cell_density.png
The die is cut into 25 by 20 equal tiles; white is low, dark blue is high, 0 to 100% covered.
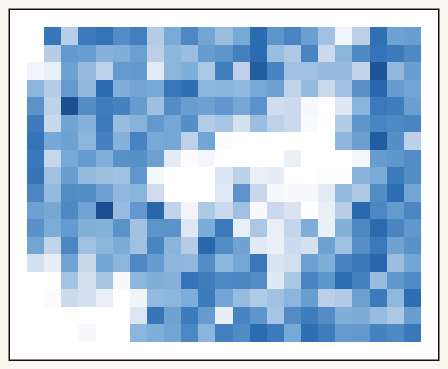
io_placement.png
The bar under the picture is 50 µm long. Pins as bars across the die edge, other pins in gray.
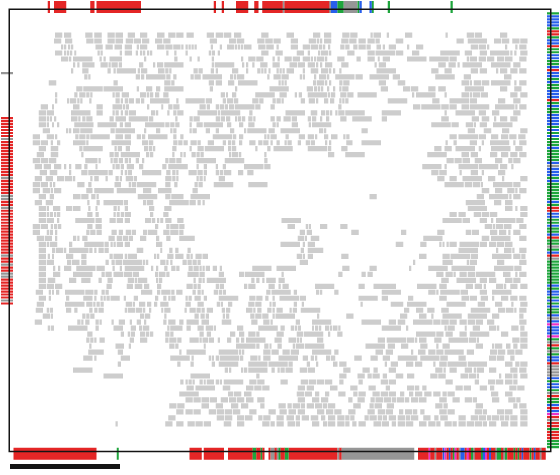
sizes.png
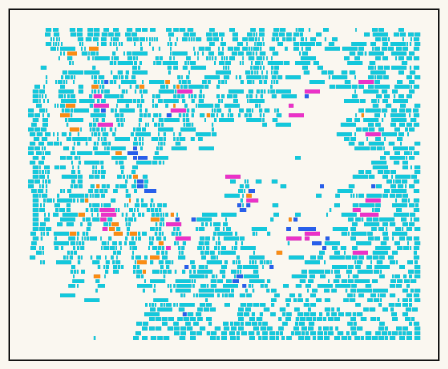
flops_by_reg.png
The bar under the picture is 50 µm long. Other sequential cells in the stronger gray, the rest of the logic in the fainter gray.
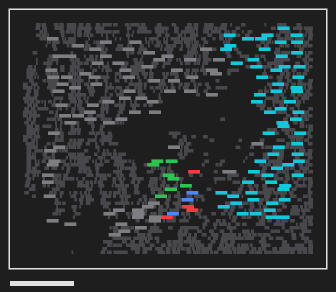
<file path="src/rtl/axi_sram_responder.sv">
// AXI4 responder terminating the CPU bus on a single-port SRAM, one transaction at a time.
// The channel types shared with cpu_subsystem live in the package below.
package core_v_mcu_axi_pkg;
  localparam int unsigned AddrWidth = 64;
  localparam int unsigned DataWidth = 64;
  localparam int unsigned IdWidth   = 4;
  localparam int unsigned UserWidth = 1;

  typedef struct packed {
    logic [IdWidth-1:0]   id;
    logic [AddrWidth-1:0] addr;
    logic [7:0]           len;
    logic [2:0]           size;
    logic [1:0]           burst;
    logic                 lock;
    logic [3:0]           cache;
    logic [2:0]           prot;
    logic [3:0]           qos;
    logic [3:0]           region;
    logic [5:0]           atop;
    logic [UserWidth-1:0] user;
  } axi_aw_chan_t;

  typedef struct packed {
    logic [IdWidth-1:0]   id;
    logic [AddrWidth-1:0] addr;
    logic [7:0]           len;
    logic [2:0]           size;
    logic [1:0]           burst;
    logic                 lock;
    logic [3:0]           cache;
    logic [2:0]           prot;
    logic [3:0]           qos;
    logic [3:0]           region;
    logic [UserWidth-1:0] user;
  } axi_ar_chan_t;

  typedef struct packed {
    logic [DataWidth-1:0]   data;
    logic [DataWidth/8-1:0] strb;
    logic                   last;
    logic [UserWidth-1:0]   user;
  } axi_w_chan_t;

  typedef struct packed {
    logic [IdWidth-1:0]   id;
    logic [1:0]           resp;
    logic [UserWidth-1:0] user;
  } axi_b_chan_t;

  typedef struct packed {
    logic [IdWidth-1:0]   id;
    logic [DataWidth-1:0] data;
    logic [1:0]           resp;
    logic                 last;
    logic [UserWidth-1:0] user;
  } axi_r_chan_t;

  typedef struct packed {
    axi_aw_chan_t aw;
    logic         aw_valid;
    axi_w_chan_t  w;
    logic         w_valid;
    logic         b_ready;
    axi_ar_chan_t ar;
    logic         ar_valid;
    logic         r_ready;
  } axi_req_t;

  typedef struct packed {
    logic        aw_ready;
    logic        ar_ready;
    logic        w_ready;
    logic        b_valid;
    axi_b_chan_t b;
    logic        r_valid;
    axi_r_chan_t r;
  } axi_resp_t;
endpackage

module axi_sram_responder #(
  parameter int unsigned AddrWidth = 64,
  parameter int unsigned DataWidth = 64,
  parameter int unsigned IdWidth   = 4,
  parameter int unsigned NumWords  = 1024,
  parameter type axi_req_t  = core_v_mcu_axi_pkg::axi_req_t,
  parameter type axi_resp_t = core_v_mcu_axi_pkg::axi_resp_t
) (
  input  logic                        clk_i,
  input  logic                        rst_i,
  input  axi_req_t                    axi_req_i,
  output axi_resp_t                   axi_resp_o,
  output logic                        mem_req_o,
  output logic                        mem_we_o,
  output logic [$clog2(NumWords)-1:0] mem_addr_o,
  output logic [DataWidth-1:0]        mem_wdata_o,
  output logic [DataWidth/8-1:0]      mem_be_o,
  input  logic [DataWidth-1:0]        mem_rdata_i
);
  localparam int unsigned IdxWidth = $clog2(NumWords);
  localparam int unsigned OffWidth = $clog2(DataWidth / 8);
  localparam logic [AddrWidth-1:0] MemBytes = AddrWidth'(NumWords) * AddrWidth'(DataWidth / 8);
  localparam logic [1:0] RespOkay   = 2'b00;
  localparam logic [1:0] RespSlvErr = 2'b10;
  localparam logic [1:0] BurstFixed = 2'b00;
  localparam logic [1:0] BurstWrap  = 2'b10;

  typedef enum logic [2:0] {StIdle, StRdReq, StRdData, StWrData, StWrResp} state_e;

  state_e                 state_q, state_d;
  logic                   rr_write_q, rr_write_d;  // 0: a read wins the next AR/AW tie
  logic [IdWidth-1:0]     id_q, id_d;
  logic [AddrWidth-1:0]   addr_q, addr_d;
  logic [7:0]             len_q, len_d, beat_q, beat_d;
  logic [2:0]             size_q, size_d;
  logic [1:0]             burst_q, burst_d;
  logic                   err_q, err_d;
  logic                   rd_fresh_q, rd_fresh_d;
  logic [DataWidth-1:0]   rdata_q, rdata_d;

  logic                   out_of_range, wrap_ok, grant_rd, grant_wr, r_last;
  logic [AddrWidth-1:0]   addr_inc, wrap_mask, addr_next;
  logic [DataWidth-1:0]   r_data;
  logic                   unused_fields;

  assign unused_fields = ^{axi_req_i.aw.lock, axi_req_i.aw.cache, axi_req_i.aw.prot,
                           axi_req_i.aw.qos, axi_req_i.aw.region, axi_req_i.aw.atop,
                           axi_req_i.aw.user, axi_req_i.ar.lock, axi_req_i.ar.cache,
                           axi_req_i.ar.prot, axi_req_i.ar.qos, axi_req_i.ar.region,
                           axi_req_i.ar.user, axi_req_i.w.user};

  assign out_of_range = (addr_q >= MemBytes);
  assign r_last       = (beat_q == len_q);

  always_comb begin
    addr_inc  = addr_q + (AddrWidth'(1) << size_q);
    wrap_ok   = (len_q == 8'd1) || (len_q == 8'd3) || (len_q == 8'd7) || (len_q == 8'd15);
    wrap_mask = ((AddrWidth'(len_q) + AddrWidth'(1)) << size_q) - AddrWidth'(1);
    if (burst_q == BurstFixed) begin
      addr_next = addr_q;
    end else if (burst_q == BurstWrap && wrap_ok) begin
      addr_next = (addr_q & ~wrap_mask) | (addr_inc & wrap_mask);
    end else begin
      addr_next = addr_inc;  // INCR, reserved, and WRAP with an illegal length
    end
  end

  // The first RD_DATA cycle forwards the SRAM output; later stalled cycles replay the capture.
  assign r_data = out_of_range ? '0 : (rd_fresh_q ? mem_rdata_i : rdata_q);

  always_comb begin
    state_d     = state_q;
    rr_write_d  = rr_write_q;
    id_d        = id_q;
    addr_d      = addr_q;
    len_d       = len_q;
    beat_d      = beat_q;
    size_d      = size_q;
    burst_d     = burst_q;
    err_d       = err_q;
    rd_fresh_d  = 1'b0;
    rdata_d     = rdata_q;
    grant_rd    = 1'b0;
    grant_wr    = 1'b0;
    axi_resp_o  = '0;
    mem_req_o   = 1'b0;
    mem_we_o    = 1'b0;
    mem_addr_o  = addr_q[IdxWidth+OffWidth-1:OffWidth];
    mem_wdata_o = '0;
    mem_be_o    = '1;

    unique case (state_q)
      StIdle: begin
        if (!rst_i) begin
          grant_rd = axi_req_i.ar_valid && (!axi_req_i.aw_valid || !rr_write_q);
          grant_wr = axi_req_i.aw_valid && !grant_rd;
          if (axi_req_i.ar_valid && axi_req_i.aw_valid) rr_write_d = !rr_write_q;
        end
        if (grant_rd) begin
          axi_resp_o.ar_ready = 1'b1;
          id_d    = axi_req_i.ar.id;
          addr_d  = axi_req_i.ar.addr;
          len_d   = axi_req_i.ar.len;
          size_d  = axi_req_i.ar.size;
          burst_d = axi_req_i.ar.burst;
          beat_d  = '0;
          state_d = StRdReq;
        end else if (grant_wr) begin
          axi_resp_o.aw_ready = 1'b1;
          id_d    = axi_req_i.aw.id;
          addr_d  = axi_req_i.aw.addr;
          len_d   = axi_req_i.aw.len;
          size_d  = axi_req_i.aw.size;
          burst_d = axi_req_i.aw.burst;
          err_d   = 1'b0;
          state_d = StWrData;
        end
      end
      StRdReq: begin
        mem_req_o  = !out_of_range;
        rd_fresh_d = 1'b1;
        state_d    = StRdData;
      end
      StRdData: begin
        axi_resp_o.r_valid = 1'b1;
        axi_resp_o.r.id    = id_q;
        axi_resp_o.r.data  = r_data;
        axi_resp_o.r.resp  = out_of_range ? RespSlvErr : RespOkay;
        axi_resp_o.r.last  = r_last;
        rdata_d            = r_data;
        if (axi_req_i.r_ready) begin
          if (r_last) begin
            state_d = StIdle;
          end else begin
            beat_d  = beat_q + 8'd1;
            addr_d  = addr_next;
            state_d = StRdReq;
          end
        end
      end
      StWrData: begin
        axi_resp_o.w_ready = 1'b1;
        if (axi_req_i.w_valid) begin
          mem_req_o   = !out_of_range;
          mem_we_o    = 1'b1;
          mem_wdata_o = axi_req_i.w.data;
          mem_be_o    = axi_req_i.w.strb;
          err_d       = err_q | out_of_range;
          addr_d      = addr_next;
          if (axi_req_i.w.last) state_d = StWrResp;
        end
      end
      StWrResp: begin
        axi_resp_o.b_valid = 1'b1;
        axi_resp_o.b.id    = id_q;
        axi_resp_o.b.resp  = err_q ? RespSlvErr : RespOkay;
        if (axi_req_i.b_ready) state_d = StIdle;
      end
      default: state_d = StIdle;
    endcase
  end

  always_ff @(posedge clk_i or posedge rst_i) begin
    if (rst_i) begin
      state_q    <= StIdle;
      rr_write_q <= 1'b0;
      id_q       <= '0;
      addr_q     <= '0;
      len_q      <= '0;
      beat_q     <= '0;
      size_q     <= '0;
      burst_q    <= '0;
      err_q      <= 1'b0;
      rd_fresh_q <= 1'b0;
      rdata_q    <= '0;
    end else begin
      state_q    <= state_d;
      rr_write_q <= rr_write_d;
      id_q       <= id_d;
      addr_q     <= addr_d;
      len_q      <= len_d;
      beat_q     <= beat_d;
      size_q     <= size_d;
      burst_q    <= burst_d;
      err_q      <= err_d;
      rd_fresh_q <= rd_fresh_d;
      rdata_q    <= rdata_d;
    end
  end
endmodule

</file>
<file path="config.mk">
export PLATFORM = sky130hd
export DESIGN_NAME = axi_sram_responder
export DESIGN_NICKNAME = d
export VERILOG_FILES = /design/src/rtl/axi_sram_responder.sv
export SDC_FILE = /design/constraint.sdc
export NUM_CORES = 1
export LEC_CHECK = 0
export CAP_MARGIN = 10
export CORE_ASPECT_RATIO = 0.8
export CORE_MARGIN = 10
export CORE_UTILIZATION = 30
export CTS_BUF_LIST = sky130_fd_sc_hd__clkbuf_4 sky130_fd_sc_hd__clkbuf_8 sky130_fd_sc_hd__clkbuf_16
export DETAILED_ROUTE_END_ITERATION = 8
export HOLD_SLACK_MARGIN = 0.05
export SLEW_MARGIN = 20
export SYNTH_ARGS = -nofsm -noshare
export SYNTH_HDL_FRONTEND = slang
export SYNTH_SLANG_ARGS = --single-unit
</file>
<file path="constraint.sdc">
create_clock -name clk_i -period 7.3 [get_ports clk_i]
set_clock_uncertainty 0.1 [all_clocks]
set_input_delay 1.46 -clock clk_i [delete_from_list [all_inputs] [get_ports clk_i]]
set_output_delay 1.46 -clock clk_i [all_outputs]
set_load 0.05 [all_outputs]
</file>
==> run notes <==
The full implementation flow was run.

The async set-reset flop share out of synthesis stands at 100%. The synthesis stats list as the most numerous cell nand2_1. Across the VDD grid, the largest voltage drop is 198 µV. The area of combinational cells with multiple inputs stands at 0.00757 mm². Per STA, the worst path accumulates the most delay in the family simple AND/OR/NAND/NOR gates.

The power density of the placed cells stands at 329 mW/mm². The number of clock sinks came to 159. Detailed-route iteration 0 reported a violation count of 961. Across all layers, the routed design uses 13000 vias. In this run the worst path has a maximum fanout of 64. The number of setup buffers added after CTS is 0. The synthesized instance count stands at 1497. The depth of the most critical reg-to-reg path stands at 13.

After routing, the total negative slack on setup checks comes to 0 ns. Per STA, the highest per-stage delay on the worst path measures 0.86 ns. The final wirelength stands at 51.9 mm. Per the STA report, the cell with the highest stage delay on the worst path is clkdlybuf4s50_1. The count of buffers inserted at the top-level ports stands at 469. Per the synthesis report, the single largest cell type by area occupies 32.6% of cell area. The source-to-sink clock delay at the later pin of the worst-skew pair stands at 0.46 ns. The highest clock rate stands at 0.183 GHz. Row generation in the floorplan step produced 66 rows.

The placed instances occupy a cell area of 0.0172 mm². The register bit count reported by yosys stands at 159. The via count of the first global-routing pass is 12300. The chip height stands at 200 µm. The final number of hold-violating endpoints stands at 0. Measured against its own limit, the worst slew margin works out to 22.4%. The max-cap violation count stands at 0. Measured along the x axis, the die boundary spans 246 µm. Setup repair after global routing left no endpoint under its margin. According to the floorplan report, the total die area is 0.0492 mm². STA classifies the critical path startpoint as a flip-flop.

Among all flip-flop cells after synthesis, the most frequent one is dfrtp_1. Sorting the synthesized cells by how often they occur yields nand2_1, dfrtp_1, nor2_1. For the finished layout, the period the worst path requires is 5.48 ns. Of all cell types, the one taking the most synthesized area is dfrtp_1. The design draws 5.85 mW. After its last routability iteration, the placer logged a weighted congestion of 0.884. The worst setup path is of the flip-flop to primary output kind. Per the CTS log, the buffer count on the longest clock path is 2. Per the Yosys statistics, synthesis produced 1497 cells. The leakage power figure stands at 6.95 nW.

The share of the clock period used by the worst path stands at 75.0%. The number of levels the H-tree was split into stands at 4. The sum of overflow across all layers after global routing stands at 0. The detailed-placement wirelength estimate stands at 39.0 mm.

Total global-route track usage over all layers is 20.1%. STA classifies the critical path endpoint as a primary output. The data arrival time reported for the critical path is 3.92 ns.

Counting both buffers and inverters, the worst setup path holds a total of 3. 515 I/O pins were placed. The hold-fix buffer count after cts stands at 0. The ratio of cells with drive above 1 in the final layout stands at 4.76%. The type recorded for the worst min-delay path is flip-flop to flip-flop.

The setup slack at placement stands at 1.68 ns. After the flow finishes, the layout carries non-filler instances totaling 2434. The global-route wire length before repair stands at 77.8 mm. The number of clock buffers added by TritonCTS is 17.

In this run the mean area of a mapped cell was 8.15 µm². The total core area stands at 0.0405 mm². The via-per-instance ratio stands at 5.36. Once the clock tree was built, the resizer swapped 0 gates to a different size. The initial antenna violation count stands at 4. Pins over their slew limit in the final report were tallied at 0.

The required time at the worst-slack endpoint stands at 5.74 ns. TritonCTS built the clock tree. The share of the yosys chip area belonging to registers stands at 32.6%.

The timing report gives the clock slew at the launch and capture registers of the worst setup and hold paths as 0.07 ns. The count of antenna-violating nets left after detailed routing stands at 0. The flow ran to the end, and the final reports show no timing, DRC or antenna violations.
-- cell_density.png (at the start) --
mean over tiles: 35%
nearly empty tiles: 26%
fullest tile: 88%
emptiest ninth of the die: south-west
final core utilization: 43.9%
pre-placement core utilization: 30.2%

-- io_placement.png (at the start) --
| port | color | pins | direction | edge |
|---|---|---|---|---|
| `axi_resp_o` | green | 84 | output | 61 east, 16 south, 7 north |
| `mem_rdata_i` | blue | 64 | input | 51 east, 8 south, 5 north |
| `mem_be_o` | magenta | 8 | output | 5 south, 3 east |
| `axi_req_i` | red | 281 | input | 136 south, 73 north, 53 west, 19 east |
all pins by edge: 211 south, 146 east, 94 north, 64 west

-- sizes.png (at the start) --
| size | color | cells |
|---|---|---|
| _3 and _4 cells | blue | 31 |
| _6 and larger | magenta | 26 |
| _2 cells | orange | 33 |
| _0 and _1 cells | cyan | 1800 |
design area: 0.0178 mm²
area growth from synthesis to layout: 45.7%
Setup WS post-layout: 1.82 ns
number of buffers other than clock buffers in the final layout: 484

-- flops_by_reg.png (at the start) --
| signal | color | flops |
|---|---|---|
| `beat_q` | green | 8 |
| `rdata_q` | cyan | 64 |
| `id_q` | red | 4 |
| `state_q` | blue | 3 |
area used by sequential logic in the layout: 0.00398 mm²
flip-flop and latch power: 1.58 mW
Seq area share: 22.4%

-- layout make-up --
type / count / area share [%]
timing repair buffer: 484 / 27.1
clock buffer: 19 / 2.55
inverter: 39 / 0.844
multi-input combinational: 1176 / 42.6
tap: 544 / 3.83
sequential: 159 / 22.4
clock inverter: 13 / 0.718
-- metal layers --
layer	vias to the layer above	global-route usage, %	part of all wire (%)
li1	6205	-	-
met2	495	32.1	46
met4	8	4.27	1.8
met3	52	5.84	8.5
met1	6280	26.2	43
met5	-	0	0.085
-- logic make-up (layout without fill, tap and decap cells) --
kind of cell	count (synthesis)	in the layout	synth area share (%)
xor gates and xnor gates	33	33	2.49
muxes	111	111	9.14
other	1	4	0.0307
and+or+nand+nor	610	610	23.7
buffers and inverters	165	555	6.01
adders and majority gates	14	14	1.50
DFF	159	159	32.6
AOI/OAI and AO/OA	404	404	24.5
-- placed cells by master (no fill, tap or decap), drive strengths merged, types with 6 or more instances in the layout --
master | netlist | routed
mux2i | 107 | 107
o32a | 6 | 6
nand3 | 27 | 27
and2 | 78 | 78
a21o | 6 | 6
clkdlybuf4s50 | 0 | 469
nand2b | 16 | 16
dfrtp | 159 | 159
ha | 13 | 13
a211oi | 9 | 9
or3 | 16 | 16
inv | 38 | 42
xor2 | 19 | 19
clkbuf | 88 | 19
o31ai | 10 | 10
or2 | 9 | 9
o21ai | 104 | 104
a21oi | 58 | 58
o41ai | 21 | 21
a31oi | 7 | 7
nor4 | 22 | 22
nand4 | 20 | 20
and3 | 22 | 22
a22o | 37 | 37
clkinv | 1 | 6
nor2b | 6 | 6
nor2 | 146 | 146
xnor2 | 14 | 14
o22ai | 18 | 18
nor3 | 27 | 27
o2bb2ai | 7 | 7
nand2 | 212 | 212
o211ai | 10 | 10
buf | 38 | 15
a32o | 65 | 65
-- where the power goes --
group	internal, mW	total, mW	switching, mW
registers	1.13	1.58	0.449
logic	1.29	3.36	2.07
clock network	0.494	0.916	0.422
-- worst min-delay path: cells and delay by family (launching register included) --
family	cells	cell delay, ns
flip-flops	1	0.35
AND/OR/NAND/NOR	1	0.05
AND-OR/OR-AND	1	0.06
-- path summary, 6_finish.rpt --
| path | from | to | slack, ns |
|---|---|---|---|
| min | id_q[3]$_DFFE_PP0P_ | id_q[3]$_DFFE_PP0P_ | 0.39 |
| max | flip-flop | axi_resp_o[19] | 1.82 |
| min reg2reg | id_q[3]$_DFFE_PP0P_ | id_q[3]$_DFFE_PP0P_ | 0.39 |
| min in group asynchronous | rst_i | rr_write_q$_DFFE_PP0P_ | 1.47 |
| max reg2reg | size_q[0]$_DFFE_PP0P_ | flip-flop | 2.30 |
| max in group asynchronous | rst_i | async pin | 4.65 |
Power figures rest on the tool's default switching activity, not on a simulated workload.
